File: config.mk
export PLATFORM = sky130hd
export DESIGN_NAME = fetch_unit_flat
export DESIGN_NICKNAME = d
export VERILOG_FILES = /design/src/rtl/cpu_pkg.sv /design/src/rtl/fetch_unit_if.sv /design/src/rtl/fetch_timeout_ctr.sv /design/src/rtl/fetch_unit.sv /design/src/flat_wrapper.sv
export SDC_FILE = /design/constraint.sdc
export NUM_CORES = 1
export LEC_CHECK = 0
export ABC_CLOCK_PERIOD_IN_PS = 2700
export CORE_MARGIN = 5
export CORE_UTILIZATION = 44
export CTS_BUF_LIST = sky130_fd_sc_hd__clkbuf_8
export CTS_CLUSTER_SIZE = 24
export DETAILED_ROUTE_END_ITERATION = 8
export HOLD_SLACK_MARGIN = 0.02
export PLACE_DENSITY_LB_ADDON = 0.05
export SLEW_MARGIN = 25
export SYNTH_ARGS = -nofsm -noshare
export SYNTH_HDL_FRONTEND = slang
export SYNTH_SLANG_ARGS = --single-unit
File: constraint.sdc
create_clock -name clk_i -period 2.7 [get_ports clk_i]
set_input_delay 0.27 -clock clk_i [delete_from_list [all_inputs] [get_ports clk_i]]
set_output_delay 0.27 -clock clk_i [all_outputs]
set_load 0.03 [all_outputs]
File: src/rtl/cpu_pkg.sv
// Shared CPU definitions: fetch FSM encoding and instruction field widths.
package cpu_pkg;
  localparam int XLEN     = 32;
  localparam int INSTR_W  = 32;
  localparam int OPCODE_W = 7;

  typedef enum logic [1:0] {
    ST_IDLE  = 2'd0,
    ST_REQ   = 2'd1,
    ST_VALID = 2'd2,
    ST_ERR   = 2'd3
  } fetch_state_e;
endpackage

File: src/rtl/fetch_unit_if.sv
// Instruction-memory read port: request/address out, ack/data back.
interface fetch_unit_if;
  import cpu_pkg::*;
  logic               mem_req_o;
  logic [XLEN-1:0]    mem_addr_o;
  logic               mem_ack_i;
  logic [INSTR_W-1:0] mem_rdata_i;

  modport master (output mem_req_o, mem_addr_o, input mem_ack_i, mem_rdata_i);
  modport slave  (input mem_req_o, mem_addr_o, output mem_ack_i, mem_rdata_i);
endinterface

File: src/rtl/fetch_timeout_ctr.sv
// Wait-cycle counter for an outstanding fetch; flags the last allowed cycle.
module fetch_timeout_ctr #(
  parameter int TIMEOUT = 15
) (
  input  logic clk_i,
  input  logic rst_i,
  input  logic clr_i,
  input  logic en_i,
  output logic expired_o
);
  // Count only reaches TIMEOUT-1: that value marks the final REQ cycle.
  localparam int CW = (TIMEOUT < 2) ? 1 : $clog2(TIMEOUT);
  localparam logic [CW-1:0] LAST = CW'(TIMEOUT - 1);

  logic [CW-1:0] cnt_q, cnt_d;

  assign expired_o = (cnt_q == LAST);

  // Next count: clear wins, increment saturates at the last cycle.
  always_comb begin
    cnt_d = cnt_q;
    if (clr_i)                  cnt_d = '0;
    else if (en_i && !expired_o) cnt_d = cnt_q + CW'(1);
  end

  // Counter register.
  always_ff @(posedge clk_i or posedge rst_i) begin
    if (rst_i) cnt_q <= '0;
    else       cnt_q <= cnt_d;
  end
endmodule

File: src/rtl/fetch_unit.sv
// Single-outstanding instruction fetch: request word at pc, present it,
// advance pc when downstream releases it. Timeout/misalignment latch err.
module fetch_unit import cpu_pkg::*; #(
  parameter logic [XLEN-1:0] RESET_PC = 32'h0000_0000,
  parameter int              TIMEOUT  = 15
) (
  input  logic                clk_i,
  input  logic                rst_i,
  input  logic                stall_i,
  fetch_unit_if.master        mem,
  output logic [INSTR_W-1:0]  instr_o,
  output logic [OPCODE_W-1:0] opcode_o,
  output logic [XLEN-1:0]     pc_o,
  output logic                instr_valid_o,
  output logic                err_o
);
  fetch_state_e       state_q, state_d;
  logic [XLEN-1:0]    pc_q, pc_d;
  logic [INSTR_W-1:0] instr_q, instr_d;
  logic               req_q, vld_q, err_q;
  logic               tmo_clr, tmo_en, tmo_expired;

  fetch_timeout_ctr #(.TIMEOUT(TIMEOUT)) u_tmo (
    .clk_i     (clk_i),
    .rst_i     (rst_i),
    .clr_i     (tmo_clr),
    .en_i      (tmo_en),
    .expired_o (tmo_expired)
  );

  // Next state and datapath; ack is only looked at while requesting.
  always_comb begin
    state_d = state_q;
    pc_d    = pc_q;
    instr_d = instr_q;
    unique case (state_q)
      ST_IDLE:  state_d = (pc_q[1:0] != 2'b00) ? ST_ERR : ST_REQ;
      ST_REQ: begin
        if (mem.mem_ack_i) begin
          instr_d = mem.mem_rdata_i;
          state_d = ST_VALID;
        end else if (tmo_expired) begin
          state_d = ST_ERR;
        end
      end
      ST_VALID: begin
        if (!stall_i) begin
          pc_d    = pc_q + 32'd4;  // wraps naturally at 2^32
          state_d = ST_REQ;
        end
      end
      ST_ERR:   state_d = ST_ERR;
      default:  state_d = ST_ERR;
    endcase
  end

  assign tmo_clr = (state_d == ST_REQ) && (state_q != ST_REQ);
  assign tmo_en  = (state_q == ST_REQ) && !mem.mem_ack_i;

  // State, pc, instruction and per-state output flags.
  always_ff @(posedge clk_i or posedge rst_i) begin
    if (rst_i) begin
      state_q <= ST_IDLE;
      pc_q    <= RESET_PC;
      instr_q <= '0;
      req_q   <= 1'b0;
      vld_q   <= 1'b0;
      err_q   <= 1'b0;
    end else begin
      state_q <= state_d;
      pc_q    <= pc_d;
      instr_q <= instr_d;
      req_q   <= (state_d == ST_REQ);
      vld_q   <= (state_d == ST_VALID);
      err_q   <= (state_d == ST_ERR);
    end
  end

  // Bubbles present a zero opcode so the decoder issues no writes.
  assign opcode_o       = vld_q ? instr_q[OPCODE_W-1:0] : '0;
  assign mem.mem_addr_o = pc_q;
  assign mem.mem_req_o  = req_q;
  assign instr_o        = instr_q;
  assign pc_o           = pc_q;
  assign instr_valid_o  = vld_q;
  assign err_o          = err_q;
endmodule

File: src/flat_wrapper.sv
// flat-port wrapper written by rule: the top's interface ports become plain ports
module fetch_unit_flat import cpu_pkg::*;
#(
  parameter logic [XLEN-1:0] RESET_PC = 32'h0000_0000,
  parameter int              TIMEOUT  = 15
)
  (clk_i, rst_i, stall_i, instr_o, opcode_o, pc_o, instr_valid_o, err_o, mem_mem_req_o, mem_mem_addr_o, mem_mem_ack_i, mem_mem_rdata_i);
  fetch_unit_if mem_i ();
  input  logic clk_i;
  input  logic rst_i;
  input  logic stall_i;
  output logic [INSTR_W-1:0] instr_o;
  output logic [OPCODE_W-1:0] opcode_o;
  output logic [XLEN-1:0] pc_o;
  output logic instr_valid_o;
  output logic err_o;
  output wire logic [$bits(mem_i.mem_req_o)-1:0] mem_mem_req_o;
  output wire logic [$bits(mem_i.mem_addr_o)-1:0] mem_mem_addr_o;
  input wire logic [$bits(mem_i.mem_ack_i)-1:0] mem_mem_ack_i;
  input wire logic [$bits(mem_i.mem_rdata_i)-1:0] mem_mem_rdata_i;
  assign mem_mem_req_o = mem_i.mem_req_o;
  assign mem_mem_addr_o = mem_i.mem_addr_o;
  assign mem_i.mem_ack_i = mem_mem_ack_i;
  assign mem_i.mem_rdata_i = mem_mem_rdata_i;
  fetch_unit #(.RESET_PC(RESET_PC), .TIMEOUT(TIMEOUT)) u_core (.clk_i(clk_i), .rst_i(rst_i), .stall_i(stall_i), .mem(mem_i), .instr_o(instr_o), .opcode_o(opcode_o), .pc_o(pc_o), .instr_valid_o(instr_valid_o), .err_o(err_o));
endmodule
Figure 1. Power grid (run 1).
(4 px per um) Pins as bars on the die edge. Tap cells in gray.
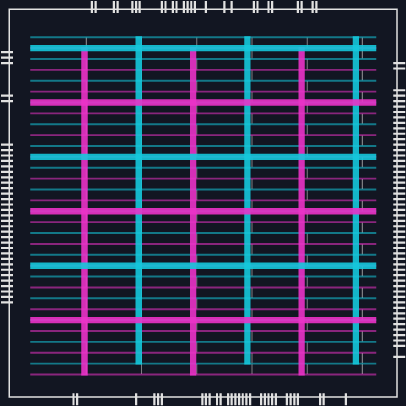
- VSS: magenta
- VDD: cyan
- met4 straps: 6
- tap cells: 99
Vert. Die Dim: 96.6 um
Die Span X: 96.6 um
VDD IR-drop max: 0.599 mV
core footprint: 7290 um^2

Figure 2. Clock nets (run 1).
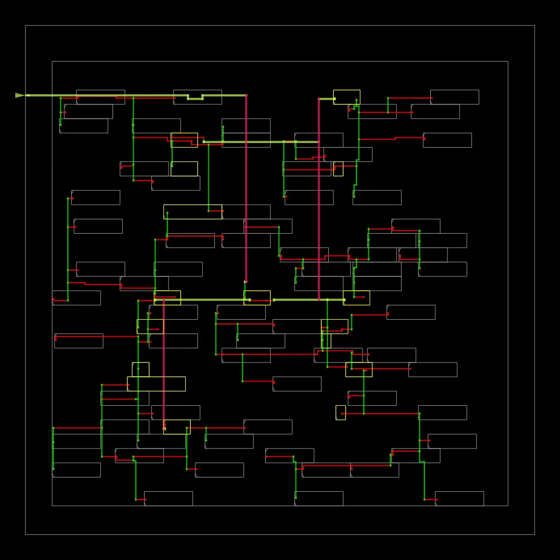
Clock Skew: 9.51 ps
# clk buffers: 10
Flops: 71

Figure 3. Routed metal, one color a layer (run 1).
(4 px per um)
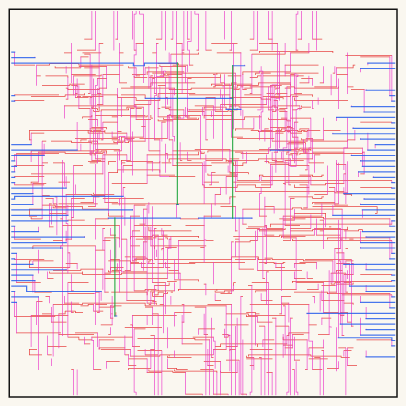
- M1: red (wire length 3,400 um)
- M4: green (wire length 97.9 um)
- M2: magenta (wire length 3,260 um)
- M3: blue (wire length 741 um)
Total GRT Usage: 16.7%
wire length per cell: 15.5 um
DR vias: 2,309

Figure 4. Sequential cells colored by netlist name (run 1).
(4 px per um) Other sequential cells in the stronger gray, the rest of the logic in the fainter gray.
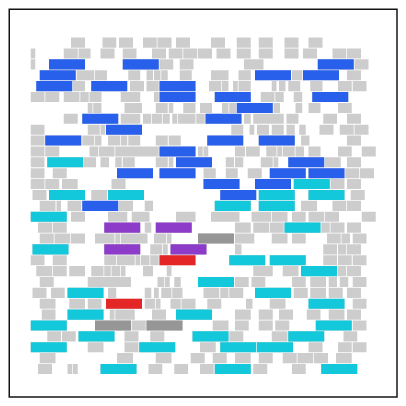
- `u_core.instr_o`: cyan (placed flops 32)
- `u_core.u_tmo.cnt_q`: purple (placed flops 4)
- `u_core.state_q`: red (placed flops 2)
- `u_core.mem.mem_addr_o`: blue (placed flops 30)
- not colored: 3
Sequential Power: 1.58 mW
Sequential cell area: 1780 um^2
flop share of the area: 37.3%
post-layout util: 65.4%

==> flow_summary.json, run 1 <==
{
  "slew_headroom_pct": 46.3,
  "num_io_pins": 142,
  "worst_pin_slew_ps": 805,
  "grt_pass1_vias": 2281,
  "syn_area_um2": 3300,
  "initCoreUtil_pct": 45.2,
  "nNetsFinal": 420,
  "rsz0062_at_grt": "no",
  "dp_hpwl_mm": 5.56,
  "largest_register_ffs": 32,
  "async_flop_share_pct": 100,
  "critical_path_class": "reg -> out",
  "crit_path_max_fanout": 8,
  "worstPathRequired_ps": 2430,
  "cts_buffer_depth": 2,
  "logic_gates": 148,
  "cts_hold_buf": 0,
  "startpoint_type": "flop",
  "maxCapViolations": 0,
  "yosysChipArea_um2": 3300,
  "post-route-min-period_ps": 1900,
  "cp-end-kind": "output port",
  "ys_types": 34,
  "bufAreaShareNonClock_pct": 30.0,
  "num_antenna_cells": 0,
  "cts-htree-levels": 3,
  "cts_buffers": 9,
  "cts.sinks": 71,
  "grt_pass1_wl_mm": 11.7,
  "tns_ps": 0,
  "p_leak_nw": 2.07,
  "clk_pin_slew_ps": 80,
  "non_clock_inverter_count": 8,
  "hold_viol": 0,
  "drc": 0,
  "root_buffer": "clkbuf_8",
  "ys_seq_share_pct": 53.9,
  "taps": 99,
  "finish.cell_count_without_fillers": 485,
  "drt-total-wl_mm": 7.50,
  "rows": 31,
  "cts_tree": "built",
  "clk_latency_ps": 340,
  "warning_count": 27,
  "final.period_utilization_pct": 70.5,
  "edf_count": 0,
  "ys_warn_count": 0,
  "overflow": 0,
  "slew_viol_final": 0,
  "clk_share_pct": 4.64,
  "die_area_um2": 9320,
  "yosys_cells": 266,
  "nFillCells": 604,
  "placement.io_buffers": 137,
  "detail-route-antenna-nets": 0,
  "antenna_found_initial": 0,
  "post_cts_resized": 0,
  "synth_cells": 266,
  "dr.pass1.iters": 4,
  "grt_max_degree": 38,
  "crit_arrival_ps": 1630,
  "drt-vias-per-instance": 4.76,
  "dp_cells": 469,
  "comb_area_um2": 1190,
  "flop_cell": "dfrtp_1",
  "dominant-cell-class": "registers",
  "run_status": "completed",
  "area_growth_pct": 44.7,
  "layout-drive-gt1-share_pct": 16.3,
  "power.density_nw_per_um2": 907,
  "setup_viol": 0,
  "n_all_buffers": 143,
  "cts_setup_buffers": 0,
  "fmaxAchievable_mhz": 525,
  "hp-class": "in -> async",
  "drt_iter0_markers": 49,
  "synth_flops": 71,
  "gp_congestion": 0.711,
  "syn_avg_cell_area_um2": 12.4,
  "comb-cell-share_pct": 24.9
}
==> run 1: cell usage after synthesis (all sizes together) (3+ instances only) <==
master	n	area [um^2]
dfrtp	71	1780
buf	42	313
mux2	33	372
xnor2	19	166
xor2	13	114
nand3	11	55.1
nand4	10	68.8
nand2	9	33.8
and2	8	50.1
inv	8	30.0
nor2	7	26.3
and4	6	55.1
and3	5	31.3
nor3	5	25.0
ha	3	37.5
nor3b	3	38.8
nor4	3	40.0
==> run 1: kinds of logic after synthesis <==
family	synth area share [%]
muxes	11.3
AOI/OAI and AO/OA	0.683
other	0.114
buffers and inverters	10.4
and+or+nand+nor	14.0
adders and majority gates	1.14
DFF	53.9
xor gates and xnor gates	8.50
==> run 1: metrics by stage <==
stage	power, mW	utilization [%]	setup WS (ps)	cell area [um^2]	hold slack [ps]
finish	4.33	65.4	796	4770	416
global route	4.56	65.4	697	4770	496
CTS	4.38	65.4	779	4770	419
detailed placement	3.43	62.4	629	4550	491
global placement	3.40	62.4	675	4550	484
floorplan	2.67	-	633	3310	421
==> run 1: final timing paths <==
check                                                      start                               endpoint  slack (ps)  cells past startpoint
max in group asynchronous                                  rst_i         u_core.instr_o[21]$_DFFE_PP0P_        1620                      3
min                                                        rst_i   u_core.mem.mem_addr_o[8]$_DFFE_PP0P_         420                      2
min reg2reg                u_core.mem.mem_addr_o[31]$_DFFE_PP0P_  u_core.mem.mem_addr_o[31]$_DFFE_PP0P_         500                      1
max                               u_core.instr_valid_o$_DFF_PP0_                            opcode_o[2]         800                      2
min in group clk_i         u_core.mem.mem_addr_o[31]$_DFFE_PP0P_  u_core.mem.mem_addr_o[31]$_DFFE_PP0P_         500                      1
max reg2reg                          u_core.state_q[0]$_DFF_PP0_  u_core.mem.mem_addr_o[29]$_DFFE_PP0P_         870                      6
==> run 1: power by group <==
group | switching [mW] | total (mW) | internal, mW
Sequential | 0.207 | 1.58 | 1.37
Clock | 0.392 | 0.934 | 0.542
Combinational | 0.971 | 1.82 | 0.848
==> run 1: worst max-delay path, cell delays in order, from the launching register on <==
cell,delay [ps]
dfrtp_1,460
and2_1,160
clkdlybuf4s50_1,680
==> run 1: per-layer routing <==
layer  global-route usage (%)  part of all wire [%]  up-vias  routed length, um
li1                         -                     -     1097                  -
met1                     22.3                    45     1107               3400
met2                     24.8                    43       98               3260
met3                     6.27                   9.9        7                740
met4                     5.96                   1.3        0                 97
met5                        0                     0        -                  0
==> run 1: cell usage in the layout (no fill, tap or decap), types with 2 or more instances in the layout <==
cell | netlist | routed
xor2_1 | 13 | 13
nand3_1 | 11 | 11
nand4_1 | 9 | 9
clkbuf_8 | 0 | 10
nand3b_1 | 2 | 2
nand2_1 | 9 | 9
nor3_1 | 5 | 5
inv_1 | 8 | 7
and4_1 | 5 | 5
ha_1 | 3 | 3
nor2_1 | 7 | 7
mux2_2 | 33 | 33
clkinv_2 | 0 | 3
bufinv_16 | 0 | 2
and2_1 | 8 | 8
and3_1 | 5 | 5
buf_4 | 34 | 5
dfrtp_1 | 71 | 71
a21oi_1 | 2 | 2
xnor2_1 | 19 | 19
conb_1 | 1 | 4
clkdlybuf4s50_1 | 0 | 137
Figure 5. Placement density heat map (run 1).
(4 px per um) 10 x 10 tiles, from white (low) to dark blue (high), 0 to 100% covered.
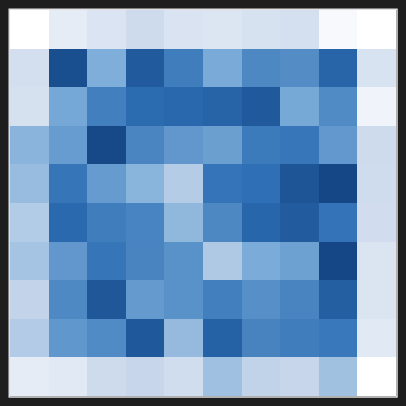

==> run 1 -> run 2 <==
Settings changed: ABC_CLOCK_PERIOD_IN_PS 2700 to 1620, CORE_UTILIZATION 44 to 40.
Clock period 2.7 ns to 1.62 ns, I/O delays scaled along.
Figure 6. Placement density heat map (run 2).
(4 px per um) 10 x 10 tiles, from white (low) to dark blue (high), 0 to 100% covered.
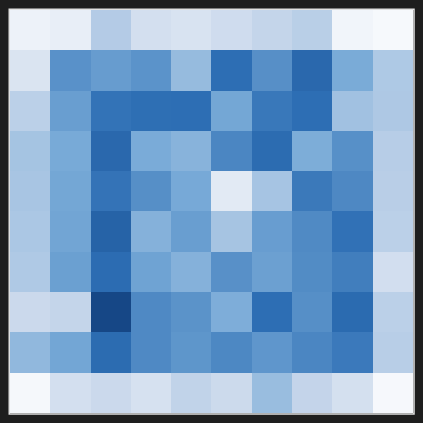
- fullest tile: 91%
- mean over tiles: 47%
- tiles over 75% full: 10%
core footprint: 8130 um^2
Initial Util: 40.5%
post-layout util: 60.2%

Figure 7. Power grid (run 2).
(4 px per um) Pins as bars on the die edge. Tap cells in gray.
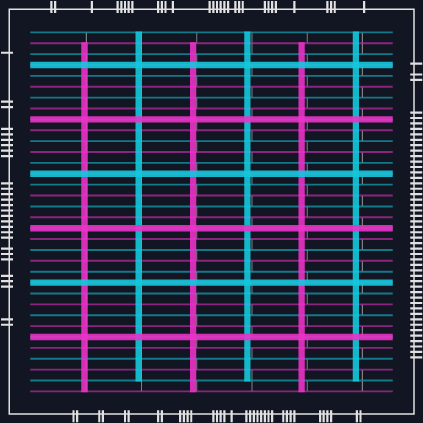
Die Span X: 101 um
Vert. Die Dim: 101 um

Figure 8. Clock nets (run 2).
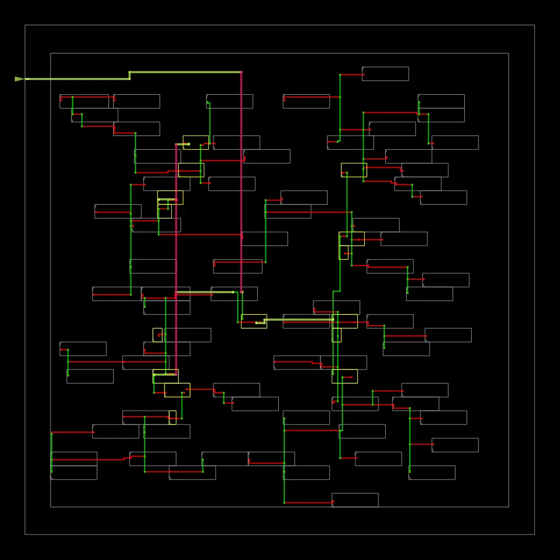
# clock sinks: 71
Clock Skew: 8.08 ps

==> run 2 against run 1 <==
Critical path depth is 3 higher; register-to-register slack worse by 810 ps; final area is 2.7% higher; clock power is 28% higher; count of clock-buffer cells in the layout stayed put; first-iteration DRC count is 51% lower; critical path type is now reg -> reg; largest power group unchanged.
==> flow_summary.json, run 2 <==
{
  "layout-drive-gt1-share_pct": 22.3,
  "dp_hpwl_mm": 5.60,
  "edf_count": 0,
  "slew_viol_final": 0,
  "critPathBufInv": 0,
  "ys_warn_count": 0,
  "rrSetupSlack_ps": 60,
  "critical_path_class": "reg -> reg",
  "gp_congestion": 0.780,
  "crit_path_start": "u_core.mem.mem_addr_o[2]$_DFFE_PP0P_",
  "fmaxAchievable_mhz": 642,
  "synth.most_common_cell": "dfrtp_1",
  "crit_path_end": "u_core.mem.mem_addr_o[20]$_DFFE_PP0P_",
  "tns_ps": 0,
  "cts-htree-levels": 3,
  "die_area_um2": 10200,
  "startpoint_type": "flop",
  "drc": 0,
  "cts_hold_buf": 0,
  "rsz0062_at_grt": "yes",
  "track_usage_pct": 15.3,
  "worstPathRequired_ps": 1840,
  "cpLargestDelayFamily": "simple AND/OR/NAND/NOR gates",
  "reg2reg_to": "u_core.mem.mem_addr_o[20]$_DFFE_PP0P_",
  "synth_flops": 71,
  "ys_types": 34,
  "final.period_utilization_pct": 96.2,
  "grt_pass1_wl_mm": 12.3,
  "detail_route.wl_per_cell_um": 14.6,
  "drt-vias-per-instance": 4.64,
  "hold_viol": 0,
  "cp_cell_sequence": "ha_1 -> and3_1 -> and4_2 -> nand4_1 -> xnor2_1",
  "detail-route-antenna-nets": 0,
  "rr_startpoint": "u_core.mem.mem_addr_o[2]$_DFFE_PP0P_",
  "crit_path_max_fanout": 7,
  "yosysChipArea_um2": 3300,
  "final_cell_mix": "clkdlybuf4s50_1 (69), dfrtp_1 (66), dlygate4sd2_1 (53)",
  "largest_register_ffs": 32,
  "finish.cell_count_without_fillers": 509,
  "place_area_um2": 4750,
  "drt_iter0_markers": 24,
  "dr.pass1.iters": 4,
  "yosys_cells": 266,
  "yosysTopAreaCell": "dfrtp_1",
  "cts_tree": "built",
  "cts_setup_buffers": 0,
  "vias": 2363,
  "crit_arrival_ps": 1770,
  "cp-end-kind": "flop",
  "critPathSlowestCell": "dfrtp_2",
  "synth_cells": 266,
  "drt-total-wl_mm": 7.43,
  "maxCapViolations": 0,
  "power.density_nw_per_um2": 1400,
  "rows": 33,
  "dp_cells": 494,
  "power_mw": 6.86,
  "peakVddDrop_mv": 0.761,
  "root_buffer": "clkbuf_8",
  "synthTopCellsByArea": "dfrtp_1 (54%), mux2_2 (11%), buf_4 (7.7%)",
  "cts_buffers": 9,
  "area_growth_pct": 48.6,
  "antenna_found_initial": 0,
  "clk_pin_slew_ps": 70,
  "critPathMaxStageDelay_ps": 420,
  "syn_area_um2": 3300,
  "num_io_pins": 142,
  "p_leak_nw": 2.60,
  "run_status": "completed",
  "async_flop_share_pct": 100,
  "nNetsFinal": 439,
  "overflow": 0,
  "num_antenna_cells": 0,
  "final_area_um2": 4900,
  "flop_cell": "dfrtp_1",
  "post-route-min-period_ps": 1560,
  "syn_avg_cell_area_um2": 12.4,
  "warning_count": 28,
  "setup_viol": 0,
  "top_cell_area_share_pct": 53.9,
  "ys_seq_share_pct": 53.9,
  "placement.io_buffers": 137,
  "cts_buffer_depth": 2
}
-- run 2: cell counts after synthesis --
Identical to the previous run, type by type.
-- run 2: stage by stage --
stage | setup WS [ps] | hold slack [ps]
after floorplan | 5.82 | 313
after global placement | -147 | 482
after detailed placement | -177 | 492
after CTS | 1.84 | 154
after global routing | -50.4 | 156
final | 62.4 | 156
-- run 2: power breakdown --
group	internal (mW)	switching [mW]	leakage (nW)
Clock	0.575	0.627	0.0891
Combinational	1.43	1.64	1.62
Sequential	2.29	0.307	0.892
-- run 2: final cells by class --
cell class	count	area (um^2)
clock buffer	10	138
clock inverter	5	26.3
fill	726	3230
inverter	8	33.8
multi-input combinational	148	1210
sequential	71	1780
tap	105	131
timing repair buffer	162	1580
-- run 2: what timing repair did --
action                     in CTS  in global routing
cloned                          0                  0
gates resized                  54                 19
setup endpoints to repair      55                 23
-- run 2: metal layers --
metal / track usage [%] / wire (um) / up-vias
li1: - / - / 1135
met1: 21.5 / 3380 / 1139
met2: 22.4 / 3410 / 83
met3: 3.81 / 554 / 6
met4: 6.32 / 89 / 0
met5: 0 / 0 / -
-- run 2: worst min path at each step --
stage / slack (ps) / to / start / depth (start not counted)
after floorplan: 310 / u_core.instr_o[20]$_DFFE_PP0P_ / mem_mem_rdata_i[20] / 1
after global placement: 480 / u_core.mem.mem_addr_o[31]$_DFFE_PP0P_ / u_core.mem.mem_addr_o[31]$_DFFE_PP0P_ / 1
after detailed placement: 490 / u_core.instr_o[18]$_DFFE_PP0P_ / u_core.instr_o[18]$_DFFE_PP0P_ / 1
after CTS: 150 / u_core.mem.mem_addr_o[18]$_DFFE_PP0P_ / rst_i / 2
after global routing: 160 / u_core.mem.mem_addr_o[18]$_DFFE_PP0P_ / rst_i / 2
final: 160 / u_core.mem.mem_addr_o[15]$_DFFE_PP0P_ / rst_i / 2
-- run 2: cell families after synthesis --
kind of cell / synth area share [%]
AND-OR/OR-AND: 0.683
XOR/XNOR: 8.50
adder cells (fa/ha/maj): 1.14
buffers and inverters: 10.4
flip-flops: 53.9
multiplexers: 11.3
other: 0.114
AND/OR/NAND/NOR: 14.0
-- run 2: worst reg2reg max path, cell delays in order (launching register included) --
cell and delay (ps):
dfrtp_2 420, ha_1 180, and3_1 230, and4_2 350
nand4_1 130, xnor2_1 140
No activity file was given, so power comes from the tool's default toggle rates.
